port_trees.png
(2 px per um)
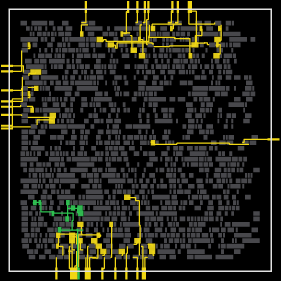
clock_wires.png
(3 px per um)
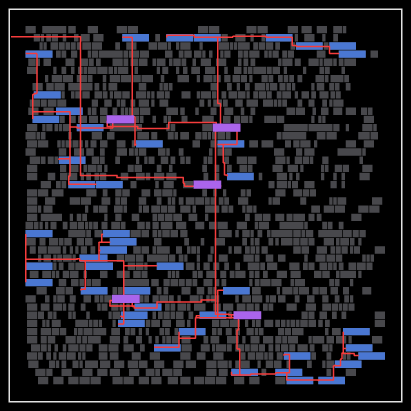
m4.png
(3 px per um) Supply wires on this layer in grey.
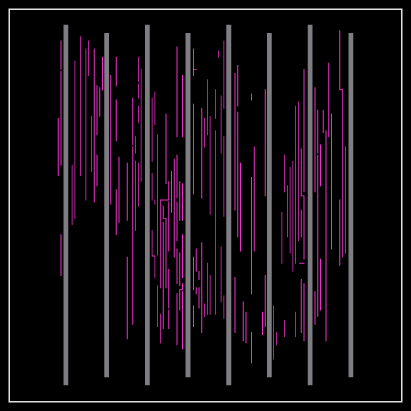
util_map.png
(3 px per um) 13 x 13 tiles, from dark blue (low) to red (high), 0 to 100% covered.
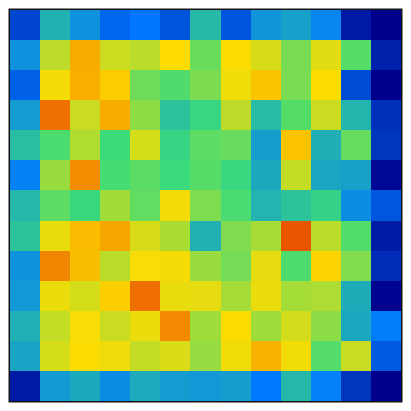
congestion_map.png
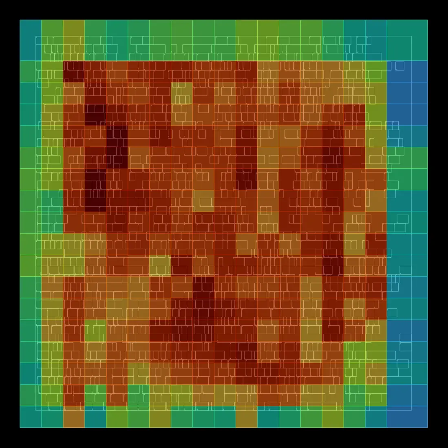
[config.mk]
export PLATFORM = sky130hd
export DESIGN_NAME = val2_shift_engine
export DESIGN_NICKNAME = d
export VERILOG_FILES = /design/src/rtl/val2_pkg.sv /design/src/rtl/val2_decode.sv /design/src/rtl/val2_shift_engine.sv
export SDC_FILE = /design/constraint.sdc
export NUM_CORES = 1
export LEC_CHECK = 0
export CAP_MARGIN = 25
export CORE_MARGIN = 5
export CORE_UTILIZATION = 53
export CTS_CLUSTER_DIAMETER = 200
export DETAILED_ROUTE_END_ITERATION = 16
export PLACE_DENSITY = 0.8
export SYNTH_ARGS = -nofsm -noshare
export SYNTH_HDL_FRONTEND = slang
export SYNTH_SLANG_ARGS = --single-unit
[constraint.sdc]
create_clock -name clk -period 4 [get_ports clk]
set_input_delay 0.8 -clock clk [delete_from_list [all_inputs] [get_ports clk]]
set_output_delay 0.8 -clock clk [all_outputs]
set_load 0.01 [all_outputs]
[src/rtl/val2_pkg.sv]
// -----------------------------------------------------------------------------
// val2_pkg
// Shared types for the operand-2 shift engine.
//   shift_kind_t : ARM shift type encoding (instruction bits [6:5]).
//   state_t      : engine FSM states.
//   preload_t    : decoder output, the first value loaded into the engine:
//                  P (value), Cp (carry if no shifting happens), A (amount),
//                  K (kind), F (fill bit), rrx (one-bit rotate through carry).
// P is sized for the widest supported datapath (VAL2_MAX_W). Engines narrower
// than that use the low DATA_W bits only. A is 8 bits, which limits
// DATA_W to 128 or less.
// -----------------------------------------------------------------------------
package val2_pkg;

  localparam int VAL2_MAX_W = 128;
  localparam int VAL2_AMT_W = 8;

  typedef enum logic [1:0] {
    LSL = 2'b00,
    LSR = 2'b01,
    ASR = 2'b10,
    ROR = 2'b11
  } shift_kind_t;

  typedef enum logic [1:0] {
    IDLE  = 2'd0,
    SHIFT = 2'd1,
    DONE  = 2'd2
  } state_t;

  typedef struct packed {
    logic [VAL2_MAX_W-1:0] P;
    logic                  Cp;
    logic [VAL2_AMT_W-1:0] A;
    shift_kind_t           K;
    logic                  F;
    logic                  rrx;
  } preload_t;

endpackage

[src/rtl/val2_decode.sv]
// -----------------------------------------------------------------------------
// val2_decode
// Combinational decoder. It turns the instruction operand-2 fields into the
// preload record for the iterative shifter. It also resolves every special
// case up front: LSR/ASR #32, RRX, register amounts of DATA_W or more, and
// register ROR by a multiple of DATA_W. The engine then only performs plain
// shifts of A bit positions.
// Ports:
//   rm             in  DATA_W  operand register value
//   rs_amt         in  8       register shift amount (Rs[7:0])
//   shift_operand  in  12      instruction [11:0]
//   immd           in  1       immediate form
//   reg_shift      in  1       shift amount comes from rs_amt
//   is_mem_command in  1       LDR/STR offset form (wins over immd)
//   carry_in       in  1       current C flag
//   pre            out preload_t
// -----------------------------------------------------------------------------
module val2_decode
  import val2_pkg::*;
#(
  parameter int DATA_W = 32
) (
  input  logic [DATA_W-1:0] rm,
  input  logic [7:0]        rs_amt,
  input  logic [11:0]       shift_operand,
  input  logic              immd,
  input  logic              reg_shift,
  input  logic              is_mem_command,
  input  logic              carry_in,
  output preload_t          pre
);

  localparam logic [VAL2_AMT_W-1:0] W_AMT  = VAL2_AMT_W'(DATA_W);
  localparam logic [VAL2_AMT_W-1:0] W_MASK = VAL2_AMT_W'(DATA_W - 1);

  logic [4:0]            w_sh;
  logic [3:0]            w_rot;
  shift_kind_t           w_kind;
  logic [VAL2_AMT_W-1:0] w_rot_amt;
  logic [VAL2_AMT_W-1:0] w_rs_mod;

  assign w_sh   = shift_operand[11:7];
  assign w_rot  = shift_operand[11:8];
  assign w_kind = shift_kind_t'(shift_operand[6:5]);

  // DATA_W is a power of two, so "mod DATA_W" is a mask.
  assign w_rot_amt = {3'b000, w_rot, 1'b0} & W_MASK;
  assign w_rs_mod  = rs_amt & W_MASK;

  always_comb begin
    pre     = '0;
    pre.P   = VAL2_MAX_W'(rm);
    pre.Cp  = carry_in;
    pre.K   = w_kind;
    // An ASR fills with the sign bit of the original operand.
    pre.F   = (w_kind == ASR) ? rm[DATA_W-1] : 1'b0;

    if (is_mem_command) begin
      pre.P = VAL2_MAX_W'(shift_operand);
      pre.K = LSL;
      pre.F = 1'b0;
    end else if (immd) begin
      // With A>0 the rotate leaves the carry equal to the new MSB. With
      // A==0 the carry stays at carry_in.
      pre.P = VAL2_MAX_W'(shift_operand[7:0]);
      pre.K = ROR;
      pre.F = 1'b0;
      pre.A = w_rot_amt;
    end else if (!reg_shift) begin
      if (w_sh != 5'd0) begin
        pre.A = VAL2_AMT_W'(w_sh);
      end else begin
        case (w_kind)
          LSL: ;                        // plain rm with carry_in
          LSR: pre.A = W_AMT;           // encoded #32
          ASR: pre.A = W_AMT;           // encoded #32
          ROR: begin                    // RRX: one step through the C flag
            pre.A   = VAL2_AMT_W'(1);
            pre.F   = carry_in;
            pre.rrx = 1'b1;
          end
        endcase
      end
    end else if (rs_amt != 8'd0) begin
      case (w_kind)
        LSL, LSR: begin
          if (rs_amt > W_AMT) begin
            pre.P  = '0;
            pre.Cp = 1'b0;
          end else begin
            pre.A = rs_amt;
          end
        end
        ASR: pre.A = (rs_amt > W_AMT) ? W_AMT : rs_amt;
        ROR: begin
          // A full rotation leaves the value unchanged. The carry becomes
          // the MSB.
          if (w_rs_mod == '0) pre.Cp = rm[DATA_W-1];
          else                pre.A  = w_rs_mod;
        end
      endcase
    end
  end

endmodule

[src/rtl/val2_shift_engine.sv]
// -----------------------------------------------------------------------------
// val2_shift_engine
// Sequential operand-2 generator. When a request is accepted, the decoded
// preload goes into a work register. That register is then shifted by up to
// STEP bit positions per cycle until the amount is used up. The result is held
// in DONE until the consumer takes it. If out_ready and a new request arrive in
// the same cycle, the next operation loads with no bubble.
// Ports:
//   clk, rst (async, active high), flush (synchronous abort)
//   in_valid / in_ready       request handshake
//   rm, rs_amt, shift_operand, immd, reg_shift, is_mem_command, carry_in
//                             request payload, sampled only on accept
//   out_valid / out_ready     result handshake
//   val2_out, carry_out       result and shifter carry
// -----------------------------------------------------------------------------
module val2_shift_engine
  import val2_pkg::*;
#(
  parameter int DATA_W = 32,
  parameter int STEP   = 8
) (
  input  logic              clk,
  input  logic              rst,
  input  logic              flush,
  input  logic              in_valid,
  output logic              in_ready,
  input  logic [DATA_W-1:0] rm,
  input  logic [7:0]        rs_amt,
  input  logic [11:0]       shift_operand,
  input  logic              immd,
  input  logic              reg_shift,
  input  logic              is_mem_command,
  input  logic              carry_in,
  output logic              out_valid,
  input  logic              out_ready,
  output logic [DATA_W-1:0] val2_out,
  output logic              carry_out
);

  localparam int CW = $clog2(DATA_W + 1);
  localparam logic [DATA_W-1:0] ONES = '1;

  state_t            r_state;
  logic [DATA_W-1:0] r_work;
  logic              r_carry;
  logic [CW-1:0]     r_rem;
  shift_kind_t       r_kind;
  logic              r_fill;
  logic              r_rrx;
  logic              r_out_valid;

  preload_t          w_pre;
  logic              w_accept;
  logic [CW-1:0]     w_step;
  logic [CW-1:0]     w_lsh;
  logic [DATA_W-1:0] w_fill_mask;
  logic [DATA_W-1:0] w_lsl_out;
  logic [DATA_W-1:0] w_rsh_out;
  logic [DATA_W-1:0] w_next;
  logic              w_next_c;

  val2_decode #(.DATA_W(DATA_W)) u_decode (
    .rm             (rm),
    .rs_amt         (rs_amt),
    .shift_operand  (shift_operand),
    .immd           (immd),
    .reg_shift      (reg_shift),
    .is_mem_command (is_mem_command),
    .carry_in       (carry_in),
    .pre            (w_pre)
  );

  generate
    if (DATA_W < VAL2_MAX_W) begin : g_unused
      logic w_unused_p;
      assign w_unused_p = ^w_pre.P[VAL2_MAX_W-1:DATA_W];
    end
  endgenerate

  assign in_ready  = (r_state == IDLE) || ((r_state == DONE) && out_ready);
  assign w_accept  = in_valid && in_ready && !flush;
  assign out_valid = r_out_valid;
  assign val2_out  = r_work;
  assign carry_out = r_carry;

  // This step's shift distance and its complement for the wrap-around part.
  assign w_step = (r_rem > CW'(STEP)) ? CW'(STEP) : r_rem;
  assign w_lsh  = CW'(DATA_W) - w_step;

  // Left shifts output bit DATA_W-s as the carry. Right shifts and rotates
  // output bit s-1. Taking bit 0 of the shifted words avoids wide
  // variable indices.
  assign w_lsl_out   = r_work >> w_lsh;
  assign w_rsh_out   = r_work >> (w_step - CW'(1));
  assign w_fill_mask = ~(ONES >> w_step);

  always_comb begin
    w_next   = r_work;
    w_next_c = r_carry;
    if (r_rrx) begin
      w_next   = {r_fill, r_work[DATA_W-1:1]};
      w_next_c = r_work[0];
    end else begin
      case (r_kind)
        LSL: begin
          w_next   = r_work << w_step;
          w_next_c = w_lsl_out[0];
        end
        LSR, ASR: begin
          w_next   = (r_work >> w_step) | (r_fill ? w_fill_mask : '0);
          w_next_c = w_rsh_out[0];
        end
        ROR: begin
          w_next   = (r_work >> w_step) | (r_work << w_lsh);
          w_next_c = w_rsh_out[0];
        end
      endcase
    end
  end

  always_ff @(posedge clk or posedge rst) begin
    if (rst) begin
      r_state     <= IDLE;
      r_work      <= '0;
      r_carry     <= 1'b0;
      r_rem       <= '0;
      r_kind      <= LSL;
      r_fill      <= 1'b0;
      r_rrx       <= 1'b0;
      r_out_valid <= 1'b0;
    end else if (flush) begin
      r_state     <= IDLE;
      r_out_valid <= 1'b0;
    end else begin
      case (r_state)
        IDLE, DONE: begin
          if (w_accept) begin
            r_work  <= w_pre.P[DATA_W-1:0];
            r_carry <= w_pre.Cp;
            r_rem   <= CW'(w_pre.A);
            r_kind  <= w_pre.K;
            r_fill  <= w_pre.F;
            r_rrx   <= w_pre.rrx;
            if (w_pre.A == '0) begin
              r_state     <= DONE;
              r_out_valid <= 1'b1;
            end else begin
              r_state     <= SHIFT;
              r_out_valid <= 1'b0;
            end
          end else if ((r_state == DONE) && out_ready) begin
            r_state     <= IDLE;
            r_out_valid <= 1'b0;
          end
        end
        SHIFT: begin
          r_work  <= w_next;
          r_carry <= w_next_c;
          r_rem   <= r_rem - w_step;
          if (r_rem == w_step) begin
            r_state     <= DONE;
            r_out_valid <= 1'b1;
          end
        end
        default: begin
          r_state     <= IDLE;
          r_out_valid <= 1'b0;
        end
      endcase
    end
  end

endmodule

==> flow_metrics.env <==
# physical design summary
export IMPL_status="finished clean"
export IMPL_largest_reg_flops=32
export IMPL_ys_warnings_count=0
export IMPL_crit_type="register to register"
export IMPL_core_region_area_mm2=0.0144
export IMPL_cts_tree="yes"
export IMPL_finClkSkew_ns=0.00733
export IMPL_place_hpwl_mm=26.8
export IMPL_tightest_slew_ns=0.866
export IMPL_overflow=0
export IMPL_drc=0
export IMPL_use_met2=0.633
export IMPL_path_clk_slew_ns=0.07
export IMPL_fin_ws_ns=0.272
export IMPL_cap_violations=0
export IMPL_ys_sh_xor=0.00228
export IMPL_post_cts_resized=0
export IMPL_ys_cells=1120
export IMPL_r2r_setup_slack_ns=0.27
export IMPL_synth_main_ff_cell="dfrtp_1"
export IMPL_grt_pass1_vias=9508
export IMPL_power_mw=5.11
export IMPL_slew_violations=0
export IMPL_clkSinkCount=45
export IMPL_crit_fanout=40
export IMPL_placed_cells=1327
export IMPL_fin_area_mm2=0.00899
export IMPL_drt_pass1_iterations=8
export IMPL_r2r_cells=13
export IMPL_cp_start_kind="register"
export IMPL_hold_viol_final=0
export IMPL_crit_path_end_kind="register"
export IMPL_p_leak_nw=3.45
export IMPL_synth_top_cell_by_area="dfrtp_1"
export IMPL_area_growth_pct=17.2
export IMPL_fin_util=0.626
export IMPL_syn_inst=1120
export IMPL_cts_max_level=2
export IMPL_wl_met2_mm=15.3
export IMPL_met3_length_mm=7.21
export IMPL_aoi_share=0.371
export IMPL_logic_family="AND-OR/OR-AND gates"
export IMPL_fin_cells=1335
export IMPL_holdPathEnd="carry_out$_DFFE_PP0P_"
export IMPL_highest_layer="met4"
export IMPL_die_h_um=130
export IMPL_warnings=31
export IMPL_whs_path_depth=2
export IMPL_peakVddDrop_v=0.000269
export IMPL_grt_max_degree=67
export IMPL_period_used=0.932
export IMPL_ctsHoldBuffers=0
export IMPL_initialDrtViolationCount=2387
export IMPL_wl_met1_mm=13.9
export IMPL_synthSimpleGateAreaFrac=0.228
export IMPL_top_cells_by_count="122 x nor2_1, 117 x nand2_1, 96 x clkbuf_1"
export IMPL_setup_viol=0
export IMPL_r2r_end="carry_out$_DFFE_PP0P_"
export IMPL_finalNetCount=1220
export IMPL_arrival_ns=3.95
export IMPL_hp_start="carry_out$_DFFE_PP0P_"
export IMPL_ys_area_mm2=0.00767
export IMPL_place_area_mm2=0.00882
export IMPL_initial_core_util=0.534
export IMPL_use_met1=0.598
export IMPL_mostFrequentLayoutCells="121 x nor2_1, 117 x nand2_1, 95 x clkdlybuf4s50_1, 92 x a21oi_1, 84 x o21ai_0"
export IMPL_via_per_inst=7.80
export IMPL_synth_edff_count=0
export IMPL_period_needed_ns=3.73
export IMPL_synthArstFlopShare=1.00
export IMPL_r2r_start="r_rem[3]$_DFFE_PP0P_"
export IMPL_timing_hold_ws_ns=0.585
export IMPL_n_antenna_cell=0
export IMPL_die_x_um=130
export IMPL_antenna_found_initial=0
export IMPL_drive_above_1_share=0.0964
export IMPL_relSlewSlack=0.423
export IMPL_preCtsSetupSlack_ns=0.335
export IMPL_synth_area_mm2=0.00767
export IMPL_layout_cells_most_common="nor2_1"
export IMPL_cp_endpoint="carry_out$_DFFE_PP0P_"
About port_trees.png:
[yellow] `rm` | bits: 32 | direction: input | end cells: 41 | buffers: 32 | wire: 801 um
[green] `is_mem_command` | bits: 1 | direction: input | end cells: 9 | buffers: 1 | wire: 85.2 um
io pins: 96
port bufs: 95

About clock_wires.png:
[purple] clock-net drivers | count: 5
[red] clock wires | length: 798 um
[blue] flip-flops | count: 45
flops lie: widely spread
Clock Power Share: 0.099
Clock Latency Late Sink: 0.31 ns

About m4.png:
share of all routed wire: 6.9%
longest straight run: 70.0 um
main direction: vertical
vias: 10,416
Routed WL: 39.1 mm

About util_map.png:
emptiest ninth of the die: top right
tiles over 75% full: 11%
mean over tiles: 52%
fullest tile: 90%
nearly empty tiles: 3.0%

About congestion_map.png:
WL per Instance: 29.3 um
Total GRT Usage: 0.453
met3 Use GR: 0.201
GR peak layer: met2

[where the power goes]
group | total (mW) | switching, mW | internal (mW)
Sequential | 0.974 | 0.421 | 0.553
Clock | 0.504 | 0.207 | 0.297
Combinational | 3.63 | 2.24 | 1.39
[critical path, cell delays in order, from the launching register on]
cell	delay, ns
dfrtp_1	0.43
or4b_1	0.56
ha_1	0.26
inv_1	0.11
ha_1	0.30
buf_12	0.22
and2_1	0.20
mux2i_1	0.14
buf_4	0.17
o22ai_1	0.08
nor4_1	0.30
a2111oi_0	0.13
or4_1	0.53
a311oi_1	0.22
[layout make-up]
cell class	count	area, um2
multi-input cells	923	5970
clock inverters	2	38.8
well taps	184	230
fillers	1335	5380
inverters	22	82.6
flip-flops and latches	45	1130
clock buffers	6	129
repair buffers	153	1410
Power figures rest on the tool's default switching activity, not on a simulated workload.
